[config.mk]
export PLATFORM = sky130hd
export DESIGN_NAME = grf_wb_arbiter
export DESIGN_NICKNAME = d
export VERILOG_FILES = /design/src/rtl/grf_wb_arbiter.sv
export SDC_FILE = /design/constraint.sdc
export NUM_CORES = 1
export LEC_CHECK = 0
export CAP_MARGIN = 20
export CORE_MARGIN = 2
export CORE_UTILIZATION = 36
export DETAILED_ROUTE_END_ITERATION = 7
export PLACE_DENSITY = 0.56
export SKIP_LAST_GASP = 1
export SLEW_MARGIN = 25
export SYNTH_ARGS = -nofsm -noshare
export SYNTH_HDL_FRONTEND = slang
export SYNTH_SLANG_ARGS = --single-unit
[constraint.sdc]
create_clock -name clk -period 4.45 [get_ports clk]
set_clock_uncertainty 0.1 [all_clocks]
set_input_delay 1.1125 -clock clk [delete_from_list [all_inputs] [get_ports clk]]
set_output_delay 1.1125 -clock clk [all_outputs]
set_load 0.03 [all_outputs]
[src/rtl/grf_wb_arbiter.sv]
// grf_wb_arbiter
//   Owns the single GRF write port. The in-order W stage always wins the port
//   and is never stalled. Results from the long-latency unit (LU) are queued
//   in a small in-order FIFO and drain into cycles the W stage leaves idle.
//   A W write to register X makes any queued LU result for X stale. The
//   arbiter marks such entries dead, and they are later discarded without
//   writing the GRF. Live queued destinations are reported to the D-stage
//   hazard unit.
//
// Parameters
//   DEPTH  LU result FIFO entries (power of 2, >= 2)
//   AW     register address width
//   DW     write data width
//
// Ports
//   clk, reset                  clock, synchronous active-low reset
//   w_we_i, w_a3_i, w_wd_i      W-stage write request
//   lu_valid_i, lu_a3_i,
//   lu_wd_i, lu_ready_o         LU result handshake (accepted when valid && ready)
//   d_a1_i, d_a2_i              D-stage source addresses
//   pend_hit_a1_o/_a2_o         a live queued write targets that source
//   grf_we_o, grf_a3_o,
//   grf_wd_o                    GRF write port
//   fifo_cnt_o                  occupied FIFO entries, live and dead
module grf_wb_arbiter #(
  parameter int DEPTH = 4,
  parameter int AW    = 5,
  parameter int DW    = 32
) (
  input  logic                     clk,
  input  logic                     reset,
  input  logic                     w_we_i,
  input  logic [AW-1:0]            w_a3_i,
  input  logic [DW-1:0]            w_wd_i,
  input  logic                     lu_valid_i,
  input  logic [AW-1:0]            lu_a3_i,
  input  logic [DW-1:0]            lu_wd_i,
  output logic                     lu_ready_o,
  input  logic [AW-1:0]            d_a1_i,
  input  logic [AW-1:0]            d_a2_i,
  output logic                     grf_we_o,
  output logic [AW-1:0]            grf_a3_o,
  output logic [DW-1:0]            grf_wd_o,
  output logic                     pend_hit_a1_o,
  output logic                     pend_hit_a2_o,
  output logic [$clog2(DEPTH):0]   fifo_cnt_o
);

  localparam int PW = $clog2(DEPTH);
  localparam int CW = PW + 1;

  // FIFO state: live bits, pointers and count are control and are reset.
  // The payload arrays are only ever read behind a live bit, so they are not.
  logic [DEPTH-1:0] live_q;
  logic [AW-1:0]    a3_q [DEPTH];
  logic [DW-1:0]    wd_q [DEPTH];
  logic [PW-1:0]    rd_ptr_q;
  logic [PW-1:0]    wr_ptr_q;
  logic [CW-1:0]    cnt_q;

  logic             w_wins;
  logic             fifo_nonempty;
  logic             fifo_full;
  logic             head_live;
  logic             push;
  logic             pop;
  logic [DEPTH-1:0] live_d;
  logic             hit1_raw;
  logic             hit2_raw;

  // W writes to $0 are architecturally dropped and never claim the port.
  assign w_wins        = w_we_i && (w_a3_i != '0);
  assign fifo_nonempty = (cnt_q != '0);
  assign fifo_full     = (cnt_q == CW'(DEPTH));
  assign head_live     = fifo_nonempty && live_q[rd_ptr_q];

  // Ready is a function of the registered count only. A pop while full does
  // not reopen the FIFO until the following cycle.
  assign lu_ready_o = reset && !fifo_full;

  // LU results to $0 are accepted and thrown away. They are never queued.
  assign push = lu_valid_i && lu_ready_o && (lu_a3_i != '0);

  // A dead head leaves in any cycle. A live head leaves only when it
  // actually gets the write port.
  assign pop = reset && fifo_nonempty && (!live_q[rd_ptr_q] || !w_wins);

  assign fifo_cnt_o = cnt_q;

  // Write port grant
  always_comb begin
    grf_we_o = 1'b0;
    grf_a3_o = '0;
    grf_wd_o = '0;
    if (reset) begin
      if (w_wins) begin
        grf_we_o = 1'b1;
        grf_a3_o = w_a3_i;
        grf_wd_o = w_wd_i;
      end else if (head_live) begin
        grf_we_o = 1'b1;
        grf_a3_o = a3_q[rd_ptr_q];
        grf_wd_o = wd_q[rd_ptr_q];
      end
    end
  end

  // Pending-write hits, taken from registered FIFO state only
  always_comb begin
    hit1_raw = 1'b0;
    hit2_raw = 1'b0;
    for (int i = 0; i < DEPTH; i++) begin
      if (live_q[i] && (a3_q[i] == d_a1_i)) hit1_raw = 1'b1;
      if (live_q[i] && (a3_q[i] == d_a2_i)) hit2_raw = 1'b1;
    end
    pend_hit_a1_o = reset && (d_a1_i != '0) && hit1_raw;
    pend_hit_a2_o = reset && (d_a2_i != '0) && hit2_raw;
  end

  // Next live bits.
  // The W instruction is younger than every queued LU result, so a W write
  // to X makes every queued X stale. The entry pushed this same cycle is
  // applied last, so it survives. Popped slots are cleared so that live
  // bits only ever mark occupied slots.
  always_comb begin
    live_d = live_q;
    if (w_wins) begin
      for (int i = 0; i < DEPTH; i++) begin
        if (a3_q[i] == w_a3_i) live_d[i] = 1'b0;
      end
    end
    if (pop)  live_d[rd_ptr_q] = 1'b0;
    if (push) live_d[wr_ptr_q] = 1'b1;
  end

  // FIFO control registers
  always_ff @(posedge clk) begin
    if (!reset) begin
      rd_ptr_q <= '0;
      wr_ptr_q <= '0;
      cnt_q    <= '0;
      live_q   <= '0;
    end else begin
      if (pop)  rd_ptr_q <= rd_ptr_q + 1'b1;
      if (push) wr_ptr_q <= wr_ptr_q + 1'b1;
      cnt_q  <= cnt_q + CW'(push) - CW'(pop);
      live_q <= live_d;
    end
  end

  // FIFO payload registers
  always_ff @(posedge clk) begin
    if (push) begin
      a3_q[wr_ptr_q] <= lu_a3_i;
      wd_q[wr_ptr_q] <= lu_wd_i;
    end
  end

endmodule
==> flow_summary.toml <==
# synthesis and place-and-route metrics
[cts]
clockRootBuffer = "clkbuf_16"
clockBufferDepth = 2
path_clk_slew_ns = 0.06
cts-resized-gates = 2
ctsHoldBuffers = 0
cts-buffers-inserted = 17
cts_num_sinks = 161
htree_levels = 4
cts_tree = "done"
cts_setup_buffers = 0

[min_path]
timing.hold.worst.start = "wr_ptr_q[1]"
whs_path_depth = 2
holdPathEnd = "wr_ptr_q[1]"
hp-class = "reg2reg"

[place]
place.port_buffers = 131
dp_hpwl_microns = 12000
gp_congestion = 0.886
dp_slack_ns = -0.0626
dp.cells = 891

[synthesis]
ys.flop_type = "edfxtp_1"
ys_top_logic_family = "multiplexers"
synth_area_sq_um = 7400
yosysWarnings = 0
yosys_area_sq_um = 7400
synth_seq_share_pct = 63.6
synth_nets = 601
synth_area_per_cell_sq_um = 14.7
synth_cells = 502
ys_sh_aoi_pct = 4.82
ys_cells = 502
synthArstFlopShare_pct = 0
edf_count = 148
ys_sh_adder_pct = 1.96
synth-xor-area-share_pct = 7.58
ys_types = 35
ys_sh_mux_pct = 11.7
ys_ff = 161
synth-simple-area-share_pct = 7.10

[route]
dr.pass1.iters = 4
ant_nets = 0
via_per_inst = 5.02
routed-wl-met3_microns = 988
wire_per_inst_microns = 19.4
maxUsedRoutingLayer = "met4"
drc = 0
wl_microns = 17900
wl_met1_microns = 7950
wl_met2_microns = 8670
drtIter0Drc = 279

[final_layout]
drive_gt1_share_pct = 21.3
n_fill_cell = 1761
syn2layout_area_growth_pct = 30.3
logic_area_sq_um = 2460
ff_latch_area_sq_um = 4710
n_antenna_cell = 0
fin_nets = 739

[critical_path]
cp.required_ns = 3.24
r2r-start = "rd_ptr_q[0]"
reg2reg_to = "fifo_cnt_o[2]"
path_class = "in2out"
r2r_slack_ns = 1.64
worstPathArrival_ns = 3.15
startpoint_type = "input port"
end_kind = "output pin"
reg2reg_depth = 11
crit_fanout = 22

[power]
p_leak_nw = 3.38
powerDensity_nw_per_um2 = 463
peakVddDrop_mv = 0.230

[final_timing]
tightestPinTransition_ns = 0.633
slew_headroom_pct = 57.8
finalHoldViolCount = 0
fmax_mhz = 229
rsz0062_at_grt = "false"
slew_violations = 0
layout_min_cycle_time_ns = 4.37
finalCritPeriodShare_pct = 98.1
setup_tns_ns = 0
setup_violations = 0
worst_slack_ns = 0.0832

[global_route]
grt_antenna_before_repair = 0
grt_max_degree = 44
grt_pass1_vias = 4744
grt_first_pass_wirelength_microns = 27600
overflow = 0

[floorplanning]
die_h_microns = 147
io_pins = 132
die_area_sq_um = 21700
fp-row-count = 52
die_w_microns = 147
core_sq_um = 20200
fp_util_pct = 36.6

[flow_run]
tool_warnings = 32
max_cap_viol_count = 0

[status]
outcome = "finished clean"
[metrics by stage]
step	hold slack (ns)	cell area (sq um)	power (mW)	util, %
3_5_place_dp	0.443	9040	3.06	44.7
2_1_floorplan	0.400	7400	2.64	-
4_1_cts	0.467	9630	4.52	47.6
5_1_grt	0.491	9640	4.67	47.6
3_3_place_gp	0.421	9040	3.05	44.7
6_report	0.474	9640	4.46	47.6
[worst max-delay path, stage by stage]
cell and delay, ns:
clkdlybuf4s50_1 0.43, or4_4 0.57, o21ai_4 0.15, o21ai_1 0.09, nand2_1 0.19, buf_4 0.32, a21oi_1 0.08, buf_4 0.18
[layout by cell type, fill, tap and decap left out, types with 4 or more instances in the layout]
cell type,instances
nand2_1,77
clkbuf_16,17
nor2_1,6
xor2_1,44
inv_1,9
buf_12,7
and2_2,4
o211ai_1,4
ha_1,10
buf_4,56
mux4_2,37
xnor2_1,20
a31oi_1,4
a21oi_1,38
clkdlybuf4s50_1,90
edfxtp_1,148
dfxtp_1,11
nand4_1,4
nor3_1,5
a41o_1,4
nor4_1,8
o21ai_0,5
nand3_1,5
[cell families after synthesis]
family / Yosys count
buffers and inverters: 48
adder cells (fa/ha/maj): 11
AND/OR/NAND/NOR: 118
flip-flops: 161
XOR/XNOR: 64
AND-OR/OR-AND: 60
multiplexers: 40
[report_power, final]
part	internal [mW]	switching, mW	total (mW)
clock network	0.880	0.569	1.45
registers	1.76	0.153	1.91
logic	0.562	0.535	1.10
total	3.20	1.26	4.46
[worst max-delay path by stage]
stage | startpoint | to | slack, ns | depth (start not counted)
final | w_a3_i[1] | grf_wd_o[26] | 0.08 | 8
after global routing | w_a3_i[1] | grf_wd_o[16] | 0.006 | 8
after CTS | w_a3_i[1] | grf_wd_o[10] | 0.009 | 7
after detailed placement | d_a2_i[4] | pend_hit_a2_o | -0.06 | 7
after global placement | w_a3_i[1] | grf_we_o | -0.08 | 8
after floorplan | w_a3_i[2] | grf_a3_o[0] | 0.41 | 7
[routing by layer]
layer,track usage (%),vias to the layer above
met5,0,-
met4,5.87,0
met3,4.01,25
met2,27.5,144
met1,22.6,2317
li1,-,2148
[cell usage after synthesis, types with 4 or more instances]
cell type	instances	area share (%)
a31oi_1	4	0.34
ha_1	10	1.7
a41o_1	4	0.54
mux4_2	37	11
nor4_1	8	0.68
inv_1	9	0.46
o211ai_1	4	0.41
o21ai_0	5	0.34
xnor2_1	20	2.4
buf_6	7	1.1
buf_2	8	0.54
nand4_1	4	0.34
nor3_1	5	0.34
nor2_1	6	0.30
and2_1	6	0.51
nand3_1	5	0.34
clkbuf_1	23	1.2
edfxtp_1	148	60
a21oi_1	38	2.6
dfxtp_1	13	3.5
nand2_1	77	3.9
xor2_1	44	5.2
[layout make-up]
type | count | share of cell area (%)
Tap cell | 270 | 3.51
Inverter | 10 | 0.389
Multi-Input combinational cell | 293 | 25.5
Clock inverter | 14 | 1.70
Sequential cell | 161 | 48.9
Clock buffer | 18 | 4.45
Timing Repair Buffer | 157 | 15.6
[flip-flops by register name (all words and copies together) (netlist names), named ones only]
signal and flops:
a3_q 20, fifo_cnt_o 3, live_q 4, rd_ptr_q 2
wd_q 128, wr_ptr_q 2
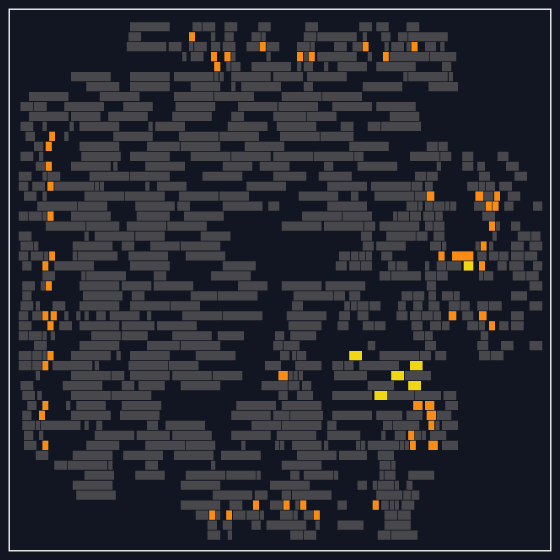
Figure 1: gate-type map.
Key: AND-OR and OR-AND gates = yellow [cells 6]; inverting AOI/OAI gates = orange [cells 54, where spread over the die]
most used logic cell in the final layout: edfxtp_1
Final Non-Filler Cells: 923
logic share of the area: 25.5%

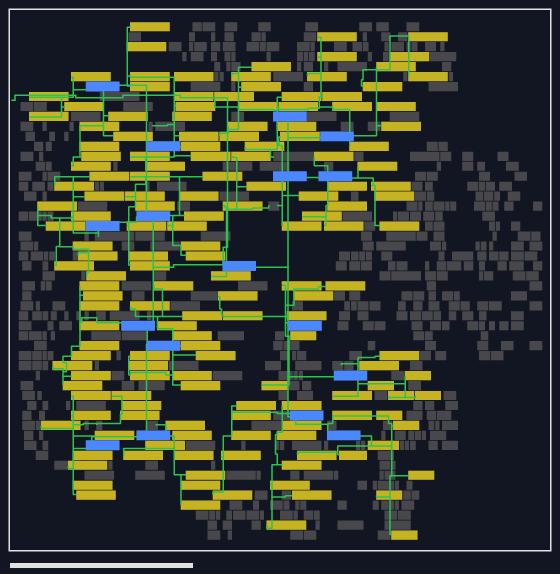
Figure 2: clock distribution.
The bar under the picture is 50 microns long.
Key: flip-flops = yellow [count 161]; cells driving clock nets = blue [count 17]; clock wires = green [length 1750 microns]
There are 18 routed clock nets.
Power Clock: 1.45 mW
Clock Power Share: 32.5%
clk_lat worst skew: 0.42 ns

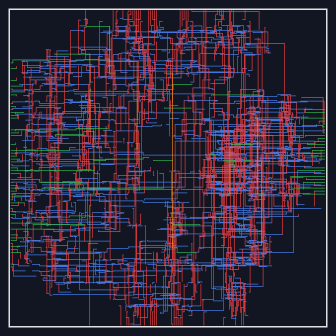
Figure 3: routed metal, one color a layer.
Key: met3 = green [wire length 988 microns]; met1 = blue [wire length 7950 microns]; met4 = orange [wire length 331 microns]; met2 = red [wire length 8670 microns]
via count: 4634
GRT Total Usage: 17.0%

Power figures rest on the tool's default switching activity, not on a simulated workload.
